===== src/rtl/reg_file_sb.sv =====
// Parametrised integer register file: two async read ports, one sync write port,
// x0 hardwired to zero, optional write bypass, post-reset clear sweep and RAW/WAW scoreboard.
module reg_file_sb #(
  parameter int unsigned XLEN       = 32,
  parameter int unsigned NREGS      = 32,
  parameter int unsigned AW         = $clog2(NREGS),
  parameter bit          BYPASS     = 1'b1,
  parameter bit          INIT_CLEAR = 1'b1
) (
  input  logic            clk,
  input  logic            rst,
  output logic            ready,
  input  logic [AW-1:0]   A1,
  input  logic [AW-1:0]   A2,
  output logic [XLEN-1:0] RD1,
  output logic [XLEN-1:0] RD2,
  input  logic            WE3,
  input  logic [AW-1:0]   A3,
  input  logic [XLEN-1:0] WD3,
  input  logic            issue_en,
  input  logic [AW-1:0]   issue_rd,
  output logic            busy1,
  output logic            busy2,
  output logic            busy_rd
);

  typedef enum logic {CLEAR, RUN} state_t;

  state_t           state, state_nx;
  logic [AW-1:0]    idx, idx_nx;
  logic [XLEN-1:0]  regs [NREGS];
  logic [NREGS-1:0] busy;
  logic             sweep_wr;
  logic             wr_en;
  logic             fwd1, fwd2;

  always_ff @(posedge clk) begin
    if (rst) begin
      state <= CLEAR;
      idx   <= AW'(1);
    end else begin
      state <= state_nx;
      idx   <= idx_nx;
    end
  end

  always_comb begin
    state_nx = state;
    idx_nx   = idx;
    if (state == CLEAR) begin
      if (INIT_CLEAR) begin
        idx_nx = idx + AW'(1);
        if (idx == AW'(NREGS - 1)) state_nx = RUN;
      end else begin
        state_nx = RUN;
      end
    end
  end

  always_comb begin
    ready = (state == RUN);
  end

  // Sweep and architectural writes are mutually exclusive: ready is low for the whole sweep.
  assign sweep_wr = INIT_CLEAR && (state == CLEAR);
  assign wr_en    = ready && WE3 && (A3 != '0);

  always_ff @(posedge clk) begin
    if (!rst) begin
      if (sweep_wr)   regs[idx] <= '0;
      else if (wr_en) regs[A3]  <= WD3;
    end
  end

  // A new producer issuing in the same cycle as the old one's writeback keeps the bit set.
  always_ff @(posedge clk) begin
    if (rst) begin
      busy <= '0;
    end else if (ready) begin
      for (int unsigned i = 1; i < NREGS; i++) begin
        if (issue_en && issue_rd == AW'(i))  busy[i] <= 1'b1;
        else if (WE3 && A3 == AW'(i))        busy[i] <= 1'b0;
      end
    end
  end

  assign fwd1 = BYPASS && WE3 && (A3 == A1);
  assign fwd2 = BYPASS && WE3 && (A3 == A2);

  always_comb begin
    RD1     = '0;
    RD2     = '0;
    busy1   = 1'b0;
    busy2   = 1'b0;
    busy_rd = 1'b0;
    if (ready) begin
      if (A1 != '0) begin
        RD1   = fwd1 ? WD3 : regs[A1];
        busy1 = busy[A1] && !fwd1;
      end
      if (A2 != '0) begin
        RD2   = fwd2 ? WD3 : regs[A2];
        busy2 = busy[A2] && !fwd2;
      end
      if (issue_rd != '0) busy_rd = busy[issue_rd];
    end
  end

endmodule


===== config.mk =====
export PLATFORM = sky130hd
export DESIGN_NAME = reg_file_sb
export DESIGN_NICKNAME = d
export VERILOG_FILES = /design/src/rtl/reg_file_sb.sv
export SDC_FILE = /design/constraint.sdc
export NUM_CORES = 1
export LEC_CHECK = 0
export CORE_MARGIN = 2
export CORE_UTILIZATION = 65
export CTS_BUF_LIST = sky130_fd_sc_hd__clkbuf_16
export DETAILED_ROUTE_END_ITERATION = 8
export PLACE_DENSITY = 0.86
export SLEW_MARGIN = 25
export SYNTH_ARGS = -nofsm -noshare
export SYNTH_HDL_FRONTEND = slang
export SYNTH_SLANG_ARGS = --single-unit
export TNS_END_PERCENT = 30

===== constraint.sdc =====
create_clock -name clk -period 5.5 [get_ports clk]
set_input_delay 1.1 -clock clk [delete_from_list [all_inputs] [get_ports clk]]
set_output_delay 1.1 -clock clk [all_outputs]
set_load 0.03 [all_outputs]

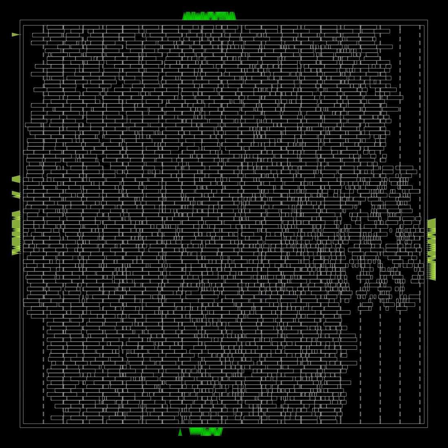
*Cell outlines without signal wires*
FP Rows: 102
sequential cells: 1061
Layout Cells excl Fill: 4331
Placeable Area: 77500 um2
Finished Core Util: 74.9%

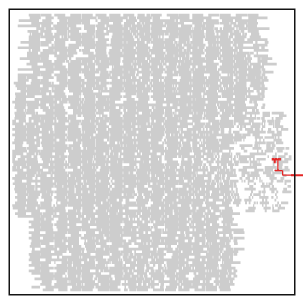
*I/O nets highlighted*
Drawn at 1 px/um.
Key: issue_en = red [direction input, end cells 4, buffers 1, wire 44.0 um]

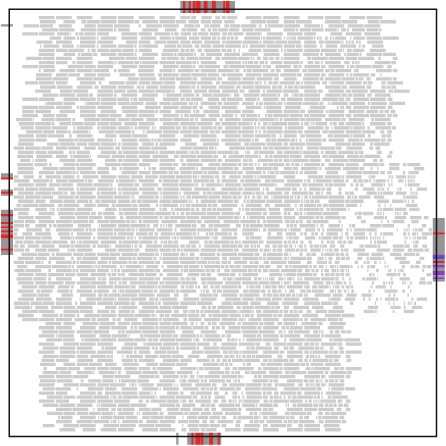
*Pin map*
Drawn at 1.5 px/um. Pins as bars across the die edge, other pins in grey.
Key: issue_en = blue [pins 1, direction input, edge east]; issue_rd = purple [pins 5, direction input, edge east]; RD2 = red [pins 32, direction output, edge 13 north, 9 west, 8 south, 2 east]
All pins by edge: 39 north, 31 east, 29 west, 25 south.

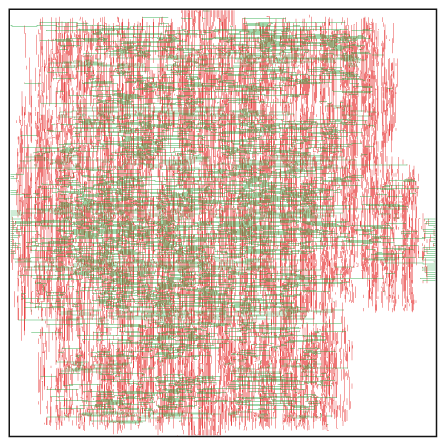
*Wiring by layer*
Drawn at 1.5 px/um. Two of the layers only.
Key: M3 = green [wire length 30.0 mm]; M2 = red [wire length 74.4 mm]
GR Util All Layers: 41.8%
total via count after detailed routing: 36100
average wire length per cell after detail routing: 39.1 um
total wirelength of the detailed-routed design: 170000 um

==> reports/qor.csv <==
stage,metric,value,unit
cts,cts_buffers,105,
placed_design,io_buffers,123,
drt,detail_route.wirelength.met1,51900,um
outcome,outcome,completed,
hold_path,whs_path_depth,2,
critical_path,timing.critical_path.arrival,4.35,ns
cts,clkSinkCount,1061,
final_timing,timing.final.max_slew_violations,0,
final_timing,timing.final.crit_share,99.0,%
synthesis,ys_dominant_reg_cell,sky130_fd_sc_hd__edfxtp_1,
synthesis,synth.comb.largest_family,multiplexers,
job,drv.max_cap_violation_count,0,
placed_design,hpwl,99600,um
power_and_ir_drop,power_frac_comb,6.8,%
power_and_ir_drop,total_switching_power,3.94,mW
cts,htree_num_levels,3,
global_route,grt_first_pass_wirelength,244000,um
critical_path,cp-start-kind,input port,
power_and_ir_drop,power.clock.fraction,41.1,%
critical_path,r2r.worst_path.cells,8,
synthesis,cells_taking_the_most_area_after_synthesis,"sky130_fd_sc_hd__edfxtp_1, sky130_fd_sc_hd__mux4_2, sky130_fd_sc_hd__mux2i_1",
drt,topRoutingLayerUsed,met5,
synthesis,synth.yosys.seq_area_share,61.8,%
synthesis,yosys.area_share.adder,0.0491,%
hold_path,min_to,busy[4]$_SDFFE_PP0P_,
global_route,residual_overflow_from_global_routing,0,
layout,lay_top_cells,"sky130_fd_sc_hd__edfxtp_1, sky130_fd_sc_hd__mux4_2, sky130_fd_sc_hd__mux2i_1, sky130_fd_sc_hd__buf_4, sky130_fd_sc_hd__a21oi_1",
cts,cts.root.buffer_cell,sky130_fd_sc_hd__clkbuf_16,
job,warnings,27,
final_timing,fmaxAchievable,184,MHz
power groups by stage:
stage | clock network (mW) | logic (mW) | registers [mW]
floorplan | 0 | 0.746 | 9.02
global placement | 0 | 1.07 | 9.02
detailed placement | 0 | 1.10 | 9.04
CTS | 6.92 | 1.12 | 8.87
global route | 7.24 | 1.18 | 8.87
finish | 6.99 | 1.16 | 8.87
cells by family after synthesis:
kind of cell / count (synthesis)
simple gates: 399
xor+xnor: 12
flops: 1061
mux: 749
compound gates: 567
fa+ha+maj: 2
buf+inv: 258
critical path: stages:
cell and delay (ns):
sky130_fd_sc_hd__clkdlybuf4s50_1 0.56, sky130_fd_sc_hd__nand3b_1 0.85, sky130_fd_sc_hd__buf_4 0.45, sky130_fd_sc_hd__a2111oi_1 0.75
sky130_fd_sc_hd__o32a_1 0.45, sky130_fd_sc_hd__buf_12 0.16
registers in the layout (all words and copies together), names as in the netlist:
register  count
busy         31
idx           5
ready         1
regs       1024
final cells by class:
cell class                 instances  area (um2)  area share (%)
clock inverter                    89         593            1.02
antenna                            4        10.0          0.0172
inverter                           8        30.0          0.0517
clock buffer                     107        2680            4.61
timing repair buffer             293        3590            6.18
multi-input combinational       1729       18300            31.6
tap                             1040        1300            2.24
sequential                      1061       31500            54.3
per-layer routing:
layer	track usage, %	vias up
met3	17.0	1139
met5	0.774	-
met2	61.5	4415
met4	25.2	14
met1	52.4	17400
li1	-	13100
metrics by stage:
stage / area [um2] / worst slack, ns / util, %
3_3_place_gp: 54700 / 0.532 / 70.6
4_1_cts: 58000 / 0.423 / 74.9
5_1_grt: 58000 / 0.230 / 74.9
2_1_floorplan: 50900 / 1.41 / -
3_5_place_dp: 54700 / 0.512 / 70.6
6_report: 58000 / 0.0550 / 74.9
Power figures rest on the tool's default switching activity, not on a simulated workload.
